Fig. 1: clock wiring as the flow saved it
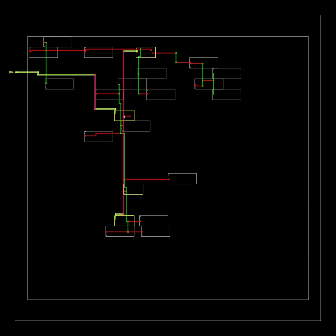
Fig. 2: where the registers sit
Bar = 20 um. Other cells in grey.
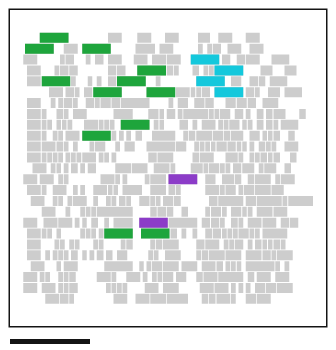
Fig. 3: cell sizes after repair
Bar = 20 um.
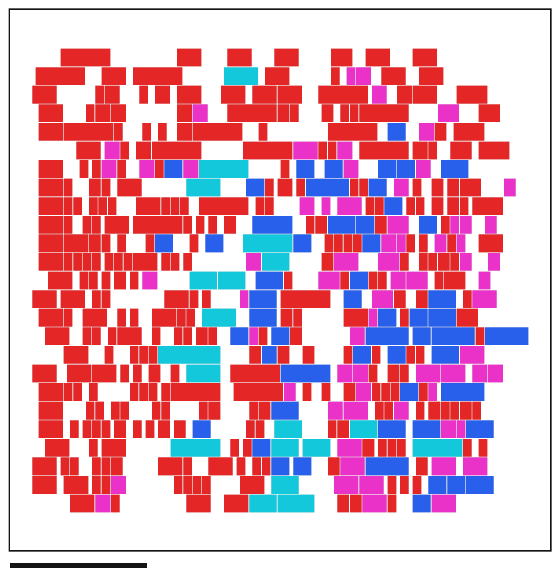
$ cat src/rtl/arbitro_pkg.sv
// Shared sizing defaults and destination-field helpers for the arbitro_param crossbar arbiter.
package arbitro_pkg;

    localparam int N_IN_DEF   = 4;
    localparam int N_OUT_DEF  = 4;
    localparam int DATA_W_DEF = 12;
    localparam int MAX_W      = 64;

    // Destination field width; outputs are a power of two so this is exact.
    function automatic int dest_width(input int n_out);
        return (n_out > 1) ? $clog2(n_out) : 1;
    endfunction

    // Top dest_w bits of a data_w-wide word, the word zero-extended to MAX_W.
    function automatic int unsigned dest_of(input logic [MAX_W-1:0] word,
                                            input int data_w,
                                            input int dest_w);
        logic [MAX_W-1:0] shifted;
        logic [MAX_W-1:0] mask;
        shifted = word >> (data_w - dest_w);
        mask    = (64'd1 << dest_w) - 64'd1;
        shifted = shifted & mask;
        return shifted[31:0];
    endfunction

endpackage

$ cat src/rtl/arbitro_param_rr_grant.sv
// Combinational grant picker: first eligible input at/after the start point, wrapping.
module rr_grant #(
    parameter int N_IN  = 4,
    parameter int PTR_W = 2
) (
    input  logic [N_IN-1:0]  eligible_i,
    input  logic [PTR_W-1:0] ptr_i,
    input  logic             mode_i,
    output logic [N_IN-1:0]  grant_o
);

    // Fixed priority is round-robin with the start pinned to input 0.
    always_comb begin
        logic             found;
        logic             hit;
        logic [PTR_W-1:0] start;
        logic [PTR_W-1:0] sel;
        grant_o = '0;
        found   = 1'b0;
        start   = mode_i ? '0 : ptr_i;
        for (int k = 0; k < N_IN; k++) begin
            sel          = PTR_W'((int'(start) + k) % N_IN);
            hit          = ~found & eligible_i[sel];
            grant_o[sel] = grant_o[sel] | hit;
            found        = found | hit;
        end
    end

endmodule

$ cat src/rtl/arbitro_param.sv
// N_IN x N_OUT FIFO crossbar arbiter: pops one eligible input head per cycle and
// pushes it one cycle later to the output FIFO named by the word's top bits.
module arbitro_param
    import arbitro_pkg::*;
#(
    parameter int N_IN   = N_IN_DEF,
    parameter int N_OUT  = N_OUT_DEF,
    parameter int DATA_W = DATA_W_DEF,
    parameter int MODE   = 0
) (
    input  logic                     clk,
    input  logic                     reset,
    input  logic                     active,
    input  logic [N_IN-1:0]          emptyFIFO,
    input  logic [N_IN*DATA_W-1:0]   demuxin,
    input  logic [N_OUT-1:0]         almost_fullFIFO,
    output logic [N_IN-1:0]          pop,
    output logic [N_OUT-1:0]         push,
    output logic [DATA_W-1:0]        data_out,
    output logic                     idle
);

    localparam int   DEST_W  = dest_width(N_OUT);
    localparam int   PTR_W   = (N_IN > 1) ? $clog2(N_IN) : 1;
    localparam logic MODE_FP = (MODE == 1) ? 1'b1 : 1'b0;

    logic [DATA_W-1:0] head_s [N_IN];
    logic [DEST_W-1:0] dest_s [N_IN];
    logic [MAX_W-1:0]  word_ext_s;
    logic [N_IN-1:0]   eligible_s;
    logic [N_IN-1:0]   grant_s;
    logic [PTR_W-1:0]  grant_idx_s;
    logic              grant_any_s;

    logic [PTR_W-1:0]  rr_ptr_q;
    logic [PTR_W-1:0]  rr_ptr_d;
    logic [N_OUT-1:0]  push_q;
    logic [N_OUT-1:0]  push_d;
    logic [DATA_W-1:0] data_q;
    logic [DATA_W-1:0] data_d;

    // Per-input head word, destination and eligibility; reset masks every pop.
    always_comb begin
        word_ext_s = '0;
        for (int i = 0; i < N_IN; i++) begin
            head_s[i]                  = demuxin[i*DATA_W +: DATA_W];
            word_ext_s                 = '0;
            word_ext_s[DATA_W-1:0]     = head_s[i];
            dest_s[i]                  = DEST_W'(dest_of(word_ext_s, DATA_W, DEST_W));
            eligible_s[i]              = active & ~reset & ~emptyFIFO[i]
                                         & ~almost_fullFIFO[dest_s[i]];
        end
    end

    rr_grant #(
        .N_IN  (N_IN),
        .PTR_W (PTR_W)
    ) u_rr_grant (
        .eligible_i (eligible_s),
        .ptr_i      (rr_ptr_q),
        .mode_i     (MODE_FP),
        .grant_o    (grant_s)
    );

    assign pop         = grant_s;
    assign grant_any_s = |grant_s;

    // One-hot grant to index; OR-encoding is exact because grant_s is one-hot.
    always_comb begin
        grant_idx_s = '0;
        for (int i = 0; i < N_IN; i++) begin
            grant_idx_s = grant_idx_s | (grant_s[i] ? PTR_W'(i) : '0);
        end
    end

    // Next push strobe, held data word and advanced round-robin pointer.
    always_comb begin
        push_d   = '0;
        data_d   = data_q;
        rr_ptr_d = rr_ptr_q;
        if (grant_any_s) begin
            push_d[dest_s[grant_idx_s]] = 1'b1;
            data_d                      = head_s[grant_idx_s];
            if (grant_idx_s == PTR_W'(N_IN - 1)) begin
                rr_ptr_d = '0;
            end else begin
                rr_ptr_d = grant_idx_s + PTR_W'(1);
            end
        end else begin
            push_d = '0;
        end
    end

    // Registered push path; reset also drops a grant made in the reset cycle.
    always_ff @(posedge clk) begin
        if (reset) begin
            push_q   <= '0;
            data_q   <= '0;
            rr_ptr_q <= '0;
        end else begin
            push_q   <= push_d;
            data_q   <= data_d;
            rr_ptr_q <= rr_ptr_d;
        end
    end

    assign push     = push_q;
    assign data_out = data_q;
    assign idle     = (&emptyFIFO) & ~(|push_q);

endmodule

$ cat config.mk
export PLATFORM = sky130hd
export DESIGN_NAME = arbitro_param
export DESIGN_NICKNAME = d
export VERILOG_FILES = /design/src/rtl/arbitro_pkg.sv /design/src/rtl/arbitro_param_rr_grant.sv /design/src/rtl/arbitro_param.sv
export SDC_FILE = /design/constraint.sdc
export NUM_CORES = 1
export LEC_CHECK = 0
export ABC_AREA = 1
export CORE_MARGIN = 3
export CORE_UTILIZATION = 35
export CTS_CLUSTER_SIZE = 40
export DETAILED_ROUTE_END_ITERATION = 7
export PLACE_DENSITY = 0.65
export SYNTH_ARGS = -nofsm -noshare
export SYNTH_HDL_FRONTEND = slang
export SYNTH_HIERARCHICAL = 1
export SYNTH_SLANG_ARGS = --single-unit
$ cat constraint.sdc
create_clock -name clk -period 2.7 [get_ports clk]
set_input_delay 0.54 -clock clk [delete_from_list [all_inputs] [get_ports clk]]
set_output_delay 0.54 -clock clk [all_outputs]
set_load 0.01 [all_outputs]
==> run notes <==
The implementation run finished. Per the final report, the share of cell area in non-clock buffers is 0.348. The post-synth register bit count is 18. For the worst min-delay path, the startpoint reported by OpenROAD is data_out[11]. The synthesized netlist has a Yosys-reported chip area of 1870 um^2. The detailed router reported a total wirelength of 6260 um.

The report lists the number of cells resized after CTS as around 59. For this run, the detailed router's first-pass iteration total came to 4. Layout net count landed at a little over 500.

Number of cells on the worst reg-to-reg path landed at 14. Yosys printed 6 warnings. The final hold violation count recorded for this run is 0.

In this run the critical register-to-register path is captured at push[1]. For reference, the critical path is captured by pop[3]. From the final report, the count of setup violators was given as 0. Per the Yosys statistics, synthesis produced between 300 and 400 cells.

Share of Yosys cell area claimed by the top area cell type landed at 0.231. The cell-mix breakdown from Yosys lists the adder-cell area share as 0. The run reported a max-capacitance violation count of 0. STA classifies the critical path endpoint as an output pin.

The clock passes through at most 2 buffers. Leaving out filler cells and counting taps, the final layout contains around 530. Share of the core filled with cells in the final layout landed at 0.677. Effective utilization at floorplan landed at 0.378. Per the synthesis report, the AND-OR/OR-AND share of the synthesized area is 0.0597.

The share of total power dissipated in the clock network is 0.093. By area, the combinational part of the netlist is dominated by simple AND/OR/NAND/NOR gates. Overall routing resource usage recorded by global route was 0.198.

Minimum period implied by the final worst setup slack landed at between 2000 and 3000 ps. Among cell families on the critical path, the largest total delay comes from buffers and inverters. Count of inserted tapcells landed at ~67. Count of boundary I/O pins landed at 80.

Multi-input logic gates represent a cell area share of 0.436. Fraction of the yosys area taken by sequential cells landed at 0.193. Number of max-slew violations in the final report landed at 0.

The layer flagged by global routing as most heavily used is met2. Among all stages on the critical path, the maximum delay recorded is 240 ps. Layout cell share with drive strength beyond 1 landed at 0.308. The floorplan has 25 rows. TritonCTS built the clock tree. H-tree depth landed at 1. The cell-mix breakdown from Yosys lists the simple-gate area share as 0.578. Reg-to-reg setup timing slack landed at about 430 ps. Latest clock arrival within the worst-skew pair landed at between 200 and 300 ps.

By area the synthesized netlist is led by nand2_1, dfxtp_1, nand3_1. The share of total power dissipated in combinational logic is 0.725. Antenna cell count landed at 0. In the finished layout, the clock tree contains a buffer count of 4. For this run, asynchronously set or reset flops after synthesis account for 0.

Number of global-route vias before repair landed at around 2300. The layout has around 120 buffers outside the clock class. Per STA, the startpoint of the critical path is demuxin[35].

Post-synthesis xor/xnor area fraction landed at 0. Max fanout on the critical path was recorded as 4. In the setup report, the worst path falls into the class input pin to output pin. On met3, the global router reports a usage of 0.0420.

Summed negative setup slack over all endpoints landed at 0 ps. Routed wire length per instance landed at approximately 12 um. Total placed instance area landed at slightly below 3000 um^2.

The largest share of the power goes to combinational logic. Number of remaining DRC errors landed at 0. Net switching power of the design landed at ~1100 uW.

Fill cells in the final layout number 467. Power density over the cells landed at between 700 and 800 nW/um^2. Looking at the reg2reg group, the worst path starts from rr_ptr_q[0]. Stage-log warning count landed at 26. Ranked by total area, the top cell class in this layout is logic gates. The post-synth count of flops with an enable pin is 0. Hold repair after CTS inserted 0 buffers. At floorplan, the net count of the design was reported as roughly 400. Ranked by instance count, the synthesized netlist is headed by nand2_1, inv_1, nand3_1, nor2_1, dfxtp_1. Distinct cell type count of the synthesized netlist landed at 24.

Count of buffer and inverter cells on the critical path landed at 6. For reference, the critical path cell chain is dlygate4sd2_1 -> inv_2 -> a21oi_1 -> o21ai_1 -> nand2_1 -> nor2_2 -> inv_1 -> buf_4 -> nand2_4 -> nand3_4 -> nand2_4 -> buf_6 -> nand3_2 -> nand3_2 -> buf_6. The detailed router reports a met3 wire length of 481 um. Arrival time of the worst setup path landed at 2060 ps. Prior to clock tree synthesis, the placed netlist has a worst setup slack of -708 ps. Power attributed to sequential cells landed at around 430 uW. Sequential power share landed at 0.182. Clock-cell share of area landed at 0.0165.

255 cells are multi-input combinational gates. The area taken by multi-input combinational cells is reported as 1460 um^2. The floorplan step set the die width to slightly below 80 um. Number of stages on the worst hold path landed at 2. After routing the design area is 3350 um^2. Per the synth stats, the flop cell with the highest instance count is dfxtp_1.

Met1 routing resource usage after global routing landed at 0.237. The tree is rooted in a clkbuf_8. Number of vias per cell after detailed routing landed at ~4.7.

The path with the worst hold slack has its endpoint at data_out[11]. The final timing summary puts the cycle share of the worst path at 0.962. Area occupied by registers landed at between 300 and 400 um^2. The run finished with clean final reports. Total grt overflow landed at 0.

Per the OpenROAD timing report, the critical path contains 15 cells. The worst setup path is launched from an input pin. Fraction of area in registers landed at 0.108. Worst endpoint required time landed at roughly 2200 ps.

Detailed placement finished with a half-perimeter wire length of 4690 um. Per the timing report, the achievable frequency comes out to just under 400 MHz. Entering global routing, the biggest net connects 22 pins. Leakage power landed at 0.00172 uW. Measured along the y axis, the die boundary spans slightly below 80 um. Total internal power landed at around 1300 uW. The registers of the reported paths see a clock transition of about 70 ps.

Number of antenna violations at the first check in global routing landed at 0. The type recorded for the worst min-delay path is flip-flop to flip-flop. Placed cell count landed at 510.

Post-route total power landed at approximately 2400 uW. In the post-synthesis netlist, the cell with the most instances is nand2_1. Number of nets with antenna violations after routing landed at 0. The biggest area contributor in the post-synthesis netlist is nand2_1. Count of mapped cells out of synthesis landed at approximately 340. Final hold slack landed at about 470 ps. Ranking logic cells in the layout by count gives the top entries nand2_1, clkdlybuf4s50_1, inv_1. Area of the core landed at approximately 4900 um^2.

Maximum ir drop on the vdd rail landed at 0.373 mV. Yosys reports the multiplexer fraction of the synthesized area as 0. Combinational cells consume a total of ~1700 uW. Routed metal-1 wirelength landed at between 2000 and 3000 um. The number of setup buffers added after CTS is 4. The switching portion of total power comes to 0.446.

In the global route stage, met2 resource usage came out at 0.347. Among logic cells in the layout, the one with the most instances is nand2_1. The detailed router used layers up to and including met4. Summing every instance area after synthesis gives ~1900 um^2. After synthesis, the mean cell area works out to about 5.5 um^2.

Setup slack closes at 103 ps. Once iteration 0 of detailed routing completed, the report listed 122 DRC markers. Input and output buffers added on the ports amount to between 70 and 80. Met2 wirelength from detailed routing landed at 3010 um. According to the floorplan report, the total die area is 6250 um^2.

Inverter count landed at between 50 and 60. The critical path's slowest stage uses the library cell dlygate4sd2_1. The register with the most flip-flops in the layout has 12 of them. The flow measured a signed area growth from synthesis to layout of 79.2%.
Notes on Fig. 1 above:
number of clock sinks: 18
Max Clock Skew: 1.62 ps
Power Clock: 223 uW
Flops: 18
number of buffers inserted during clock tree synthesis: 3

Notes on Fig. 2 above:
green -> `data_out`  # sequential cells 12
purple -> `rr_ptr_q`  # sequential cells 2
cyan -> `push`  # sequential cells 4

Notes on Fig. 3 above:
blue -> drive 3 to 4  # cells 54
cyan -> drive 6 and up  # cells 19
magenta -> drive 2  # cells 68
red -> drive 1 or less  # cells 317

Power figures rest on the tool's default switching activity, not on a simulated workload.
